===== src/rtl/leitor_digito_agro_pkg.sv =====
// Shared code table for the mod-6 digit display: state patterns, blank code and decoder.
// Used by both the display driver and its self-check receiver.
package leitor_digito_agro_pkg;

    localparam int N_ESTADOS = 6;

    // Patterns written as {g..a}: segment g lit plus exactly one outer segment.
    localparam logic [6:0] COD_0     = 7'h42;
    localparam logic [6:0] COD_1     = 7'h44;
    localparam logic [6:0] COD_2     = 7'h48;
    localparam logic [6:0] COD_3     = 7'h50;
    localparam logic [6:0] COD_4     = 7'h60;
    localparam logic [6:0] COD_5     = 7'h41;
    localparam logic [6:0] COD_BLANK = 7'h40;

    typedef struct packed {
        logic       legal;
        logic       blank;
        logic [2:0] k;
    } dec_t;

    function automatic dec_t decodifica(input logic [6:0] seg);
        dec_t r;
        r = '0;
        case (seg)
            COD_0:     begin r.legal = 1'b1; r.k = 3'd0; end
            COD_1:     begin r.legal = 1'b1; r.k = 3'd1; end
            COD_2:     begin r.legal = 1'b1; r.k = 3'd2; end
            COD_3:     begin r.legal = 1'b1; r.k = 3'd3; end
            COD_4:     begin r.legal = 1'b1; r.k = 3'd4; end
            COD_5:     begin r.legal = 1'b1; r.k = 3'd5; end
            COD_BLANK: r.blank = 1'b1;
            default:   r = '0;
        endcase
        return r;
    endfunction

    function automatic logic [2:0] proximo(input logic [2:0] k);
        return (k == 3'(N_ESTADOS - 1)) ? 3'd0 : k + 3'd1;
    endfunction

endpackage


===== src/rtl/leitor_digito_agro_filtro_estavel.sv =====
// Stability filter: a candidate value is reported stable once it has been seen
// STABLE_CYCLES consecutive samples. Outputs reflect the state being loaded this edge.
module filtro_estavel #(
    parameter int W             = 7,
    parameter int STABLE_CYCLES = 4
) (
    input  logic         clock,
    input  logic         reset_n,
    input  logic [W-1:0] din,
    output logic [W-1:0] dout,
    output logic         stable
);

    localparam int            CW   = $clog2(STABLE_CYCLES + 1);
    localparam logic [CW-1:0] CMAX = CW'(STABLE_CYCLES);

    logic [W-1:0]  cand_q, cand_d;
    logic [CW-1:0] cnt_q, cnt_d;

    always_comb begin
        cand_d = cand_q;
        cnt_d  = cnt_q;
        if (din != cand_q) begin
            cand_d = din;
            cnt_d  = CW'(1);
        end else if (cnt_q < CMAX) begin
            cnt_d = cnt_q + CW'(1);
        end
    end

    always_ff @(posedge clock or negedge reset_n) begin
        if (!reset_n) begin
            cand_q <= '0;
            cnt_q  <= '0;
        end else begin
            cand_q <= cand_d;
            cnt_q  <= cnt_d;
        end
    end

    // Look-ahead so acceptance lands on the same edge the count reaches the window.
    assign dout   = cand_d;
    assign stable = (cnt_d == CMAX);

endmodule


===== src/rtl/leitor_digito_agro.sv =====
// Self-check receiver for the rotating 7-segment digit: filters the bus, decodes it
// back to the 0..5 counter state, checks ordering and counts full rotations.
module leitor_digito_agro
    import leitor_digito_agro_pkg::*;
#(
    parameter int STABLE_CYCLES = 4,
    parameter int WRAP_W        = 8
) (
    input  logic              clock,
    input  logic              reset_n,
    input  logic [6:0]        segmentos,
    output logic [2:0]        digito,
    output logic              digito_valido,
    output logic              novo,
    output logic              erro_codigo,
    output logic              erro_sequencia,
    output logic [WRAP_W-1:0] voltas
);

    logic [6:0]        s_q;
    logic [6:0]        cand;
    logic              stable;
    logic [6:0]        aceito_q, aceito_d;
    logic [2:0]        digito_q, digito_d;
    logic              valido_q, valido_d;
    logic              novo_q, novo_d;
    logic              cod_q, cod_d;
    logic              seq_q, seq_d;
    logic [WRAP_W-1:0] voltas_q, voltas_d;
    logic [2:0]        prev_q, prev_d;
    logic              hist_q, hist_d;
    logic              aceita;
    dec_t              dec;

    filtro_estavel #(.W(7), .STABLE_CYCLES(STABLE_CYCLES)) u_filtro (
        .clock   (clock),
        .reset_n (reset_n),
        .din     (s_q),
        .dout    (cand),
        .stable  (stable)
    );

    assign dec    = decodifica(cand);
    assign aceita = stable && (cand != aceito_q);

    always_comb begin
        aceito_d = aceito_q;
        digito_d = digito_q;
        valido_d = valido_q;
        novo_d   = 1'b0;
        cod_d    = 1'b0;
        seq_d    = 1'b0;
        voltas_d = voltas_q;
        prev_d   = prev_q;
        hist_d   = hist_q;
        if (aceita) begin
            aceito_d = cand;
            if (dec.legal) begin
                digito_d = dec.k;
                valido_d = 1'b1;
                novo_d   = 1'b1;
                seq_d    = hist_q && (dec.k != proximo(prev_q));
                if (hist_q && prev_q == 3'd5 && dec.k == 3'd0 && voltas_q != '1)
                    voltas_d = voltas_q + WRAP_W'(1);
                prev_d   = dec.k;
                hist_d   = 1'b1;
            end else begin
                // Blank and illegal both break the history; only illegal is an error.
                valido_d = 1'b0;
                hist_d   = 1'b0;
                cod_d    = !dec.blank;
            end
        end
    end

    always_ff @(posedge clock or negedge reset_n) begin
        if (!reset_n) begin
            s_q      <= '0;
            aceito_q <= '0;
            digito_q <= '0;
            valido_q <= 1'b0;
            novo_q   <= 1'b0;
            cod_q    <= 1'b0;
            seq_q    <= 1'b0;
            voltas_q <= '0;
            prev_q   <= '0;
            hist_q   <= 1'b0;
        end else begin
            s_q      <= segmentos;
            aceito_q <= aceito_d;
            digito_q <= digito_d;
            valido_q <= valido_d;
            novo_q   <= novo_d;
            cod_q    <= cod_d;
            seq_q    <= seq_d;
            voltas_q <= voltas_d;
            prev_q   <= prev_d;
            hist_q   <= hist_d;
        end
    end

    assign digito         = digito_q;
    assign digito_valido  = valido_q;
    assign novo           = novo_q;
    assign erro_codigo    = cod_q;
    assign erro_sequencia = seq_q;
    assign voltas         = voltas_q;

endmodule


===== config.mk =====
export PLATFORM = sky130hd
export DESIGN_NAME = leitor_digito_agro
export DESIGN_NICKNAME = d
export VERILOG_FILES = /design/src/rtl/leitor_digito_agro_pkg.sv /design/src/rtl/leitor_digito_agro_filtro_estavel.sv /design/src/rtl/leitor_digito_agro.sv
export SDC_FILE = /design/constraint.sdc
export NUM_CORES = 1
export LEC_CHECK = 0
export ABC_AREA = 1
export CAP_MARGIN = 20
export CELL_PAD_IN_SITES_DETAIL_PLACEMENT = 1
export CELL_PAD_IN_SITES_GLOBAL_PLACEMENT = 1
export CORE_MARGIN = 3
export CORE_UTILIZATION = 42
export DETAILED_ROUTE_END_ITERATION = 8
export MAX_ROUTING_LAYER = met4
export PLACE_DENSITY = 0.78
export SYNTH_ARGS = -nofsm -noshare
export SYNTH_HDL_FRONTEND = slang
export SYNTH_SLANG_ARGS = --single-unit

===== constraint.sdc =====
create_clock -name clock -period 1.9 [get_ports clock]
set_input_delay 0.57 -clock clock [delete_from_list [all_inputs] [get_ports clock]]
set_output_delay 0.57 -clock clock [all_outputs]
set_load 0.005 [all_outputs]

==> images/congestion.png <==
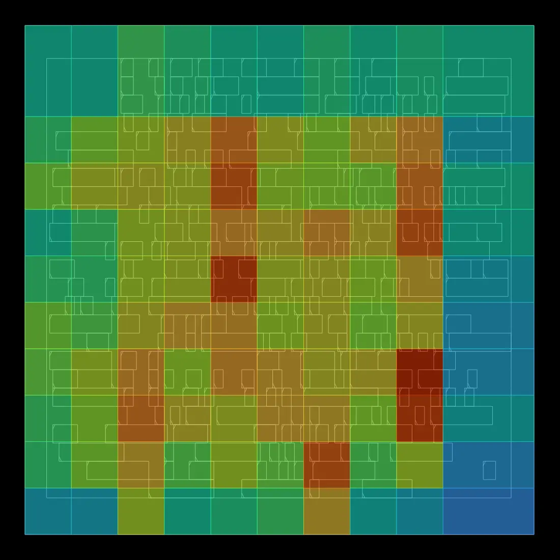
met3 Usage GRT: 0.0435
layer with the highest usage: met2
met1 Resource Use GR: 0.211
grt met2 use: 0.298

==> images/cell_density.png <==
8 x 8 tiles, from white (low) to dark blue (high), 0 to 100% covered.
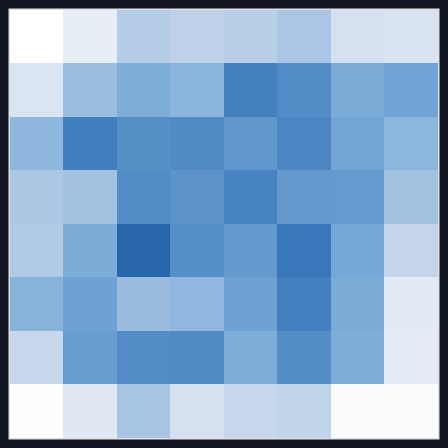
The densest ninth of the die: centre. The fullest tile reaches 78%. The mean over all tiles is 42%. The emptiest ninth of the die: south-east. 1.6% of the tiles are over 75% full. 3.1% of the tiles are nearly empty.

==> images/layer_met2.png <==
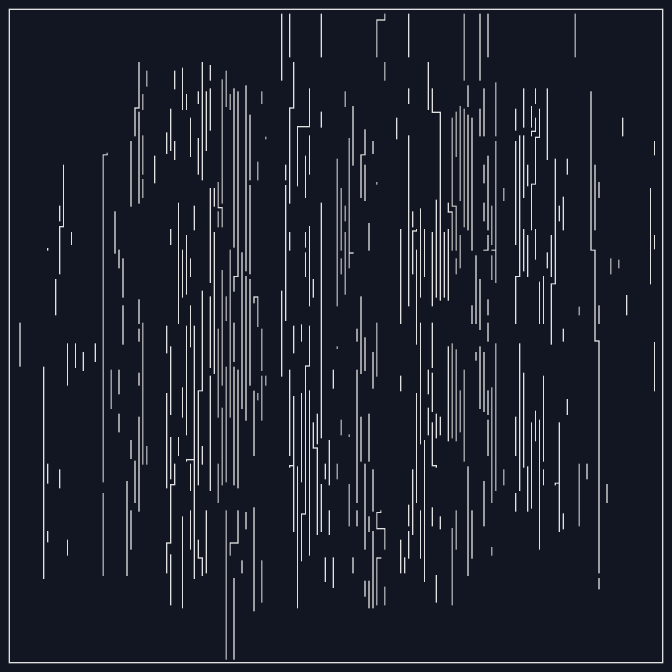
The layer holds 51% of the routed length. The layer carries 2240 um of wire.

==> images/wires.png <==
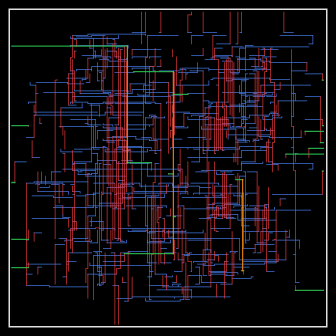
Red is metal 2, wire length 2240 um. Green is metal 3, wire length 98.4 um. Orange is metal 4, wire length 93.2 um. Blue is metal 1, wire length 1980 um.

==> GITHUB_STEP_SUMMARY <==
## PnR job results

| Metric | Value |
|---|---|
| Max reg flops | 8 |
| I/O Buffers | 23 |
| Average cell area after synthesis | ~8.7 um2 |
| Worst Path Buf+Inv | 1 |
| Initial antenna violation count | 0 |
| Non-CTS inverters | 28 |
| Minimum clock period | 1.83 ns |
| Setup bufs post-CTS | 0 |
| Final Power | 1680 uW |
| Non-clk buf share | 0.117 |
| Clock Skews | 0.00280 ns |
| DR vias/cell | around 5.1 |
| Clock sink count | 39 |
| Worst Max-Slew Pin Slew | around 0.4 ns |
| Critical path's top delay family | buffers and inverters |
| Core area | 4500 um2 |
| # H-tree levels | 2 |
| Final TNS setup | 0 ns |
| # Cells Yosys | 233 |
| Largest net degree at the start of global routing | 25 |
| Die area | 5720 um2 |
| Final Setup Violations | 0 |
| Synthesized netlist net count | 244 |
| Synth Instances | between 200 and 250 |
| CTS Buffer Depth | 2 |
| Residual DRC | 0 |
| Maximum VDD drop | 465 uV |
| Crit start category | flop |
| Height of the die | ~76 um |
| Endpoints failing hold | 0 |
| Hpwl dp | 3.30 mm |
| Post-CTS Resized | 0 |
| Cell Count Post-Placement | 302 |
| Worst R2R Start | s_q[5]$_DFF_PN0_ |
| Cell count of the worst reg-to-reg path | 10 |
| Final period util | 0.963 |
| Clk_lat worst skew | 0.29 ns |
| Final core occ | 0.551 |
| Xor/xnor share | 0.0602 |
| CTS tree | built |
| ANT nets after route | 0 |
| Post-CTS Hold Buffers | 0 |
| Cell area after synthesis | 2040 um2 |
| Hold Slack | between 0.15 and 0.2 ns |
| Crit path cell chain | clkdlybuf4s50_1 |
| Outcome | finished, final reports clean |
| DRT Pass-1 Iters | 4 |
| Worst Path Max Fanout | 5 |
| Crit path to | voltas[6] |
| Layout cell share with drive strength beyond 1 | 0.238 |
| Placer congestion estimate | 0.765 |
| Ys flops | 39 |
| FA/HA/MAJ Cells, Area Fraction | 0.0123 |
| Nets | 271 |
| Nonclk buf count | 30 |
| Area after DPL | 2310 um2 |
| GRT Resource Usage Total | 0.179 |
| Area growth syn-to-layout | 21.9% |
| MI comb area | 913 um2 |
| # Taps | 52 |
| Final WL | roughly 4.4 mm |
| ANT cells | 0 |
| Flop area | approximately 1000 um2 |
| CP required | 1.33 ns |
| Unique cell types | 31 |
| Combinational share of cell area | 0.368 |
| Layout clock buffer count | 6 |
| R2r setup slk | 0.13 ns |
| Fill cells | 540 |
| Pwr dens | 678 nW/um2 |
| P_leak | 0.00118 uW |
| Critical path's slowest cell | clkdlybuf4s50_1 |
| Tool warnings | 26 |
| Fin area | 2480 um2 |
| Seq/total area | 0.397 |
| Clock Network Area Fraction | 0.0474 |
| MaxCap Viol Count | 0 |
| DRT iter0 DRCs | 45 |
| Number of sequential cells | 39 |
| Async SR Flop Fraction | 1.00 |
| PnR worst setup slack | 0.0711 ns |
| AO/OA Area Share | 0.0486 |
| CP Capture Type | primary output |
| Beginning of the critical path | voltas[6]$_DFFE_PN0P_ |
| Pre-CTS setup slack | roughly 0.068 ns |
| Min-delay worst type | input pin to async pin |
| Slowest stage delay, CP | 0.54 ns |
| Global-route wire length before repair | 7.38 mm |
| Register share after synthesis | 0.479 |
| Cell depth of the worst setup path | 1 |
| Synth logic family | simple AND/OR/NAND/NOR gates |
| IO Count | 24 |
| Clock slew at reported path FFs | ~0.080 ns |
cells in the mapped netlist (2+ instances only):
master    number  area, um2
nand3_1       12       60.1
nand2_2        7       43.8
dfrtp_1       39        976
nand2_1       60        225
nor2_1        11       41.3
o21ai_0        9       45.0
nand3_2        4       40.0
nor3_1         5       25.0
xor2_1         8       70.1
nor3b_1        3       22.5
clkbuf_1       6       22.5
ha_1           2       25.0
nand4_1        8       50.1
xnor2_1        6       52.6
nor2_2         4       25.0
buf_4          2       15.0
inv_2          5       18.8
nor2_4         5       56.3
inv_1         21       78.8
o21ai_2        5       43.8
where the power goes:
group,internal (uW),switching [uW]
Combinational,40.2,61.2
Clock,425,289
Sequential,846,19.9
routing by layer:
layer  track usage  vias up  routed length [um]  part of all wire
li1              -      784                   -                 -
met4        0.0583        0                  93             0.021
met2         0.298       20                2240              0.51
met5             -        -                   0                 0
met1         0.211      781                1980              0.45
met3        0.0435        9                  98             0.022
layout by cell type, fill, tap and decap left out, types with 2 or more instances in the layout:
master / netlist / final
nand2_1: 60 / 60
dfrtp_1: 39 / 31
clkdlybuf4s50_1: 0 / 22
inv_1: 21 / 21
nand3_1: 12 / 12
nor2_1: 11 / 10
xor2_1: 8 / 8
o21ai_0: 9 / 8
nand4_1: 8 / 8
dfrtp_2: 0 / 8
nand2_2: 7 / 7
xnor2_1: 6 / 6
nor2_4: 5 / 6
clkbuf_8: 0 / 6
buf_4: 2 / 6
inv_2: 5 / 5
o21ai_2: 5 / 5
nor2_2: 4 / 4
nor3_1: 5 / 4
nand3_2: 4 / 3
nor3b_1: 3 / 3
nand3_4: 1 / 2
clkinv_2: 1 / 2
o21ai_1: 1 / 2
ha_1: 2 / 2
Power and IR drop assume default switching activity.
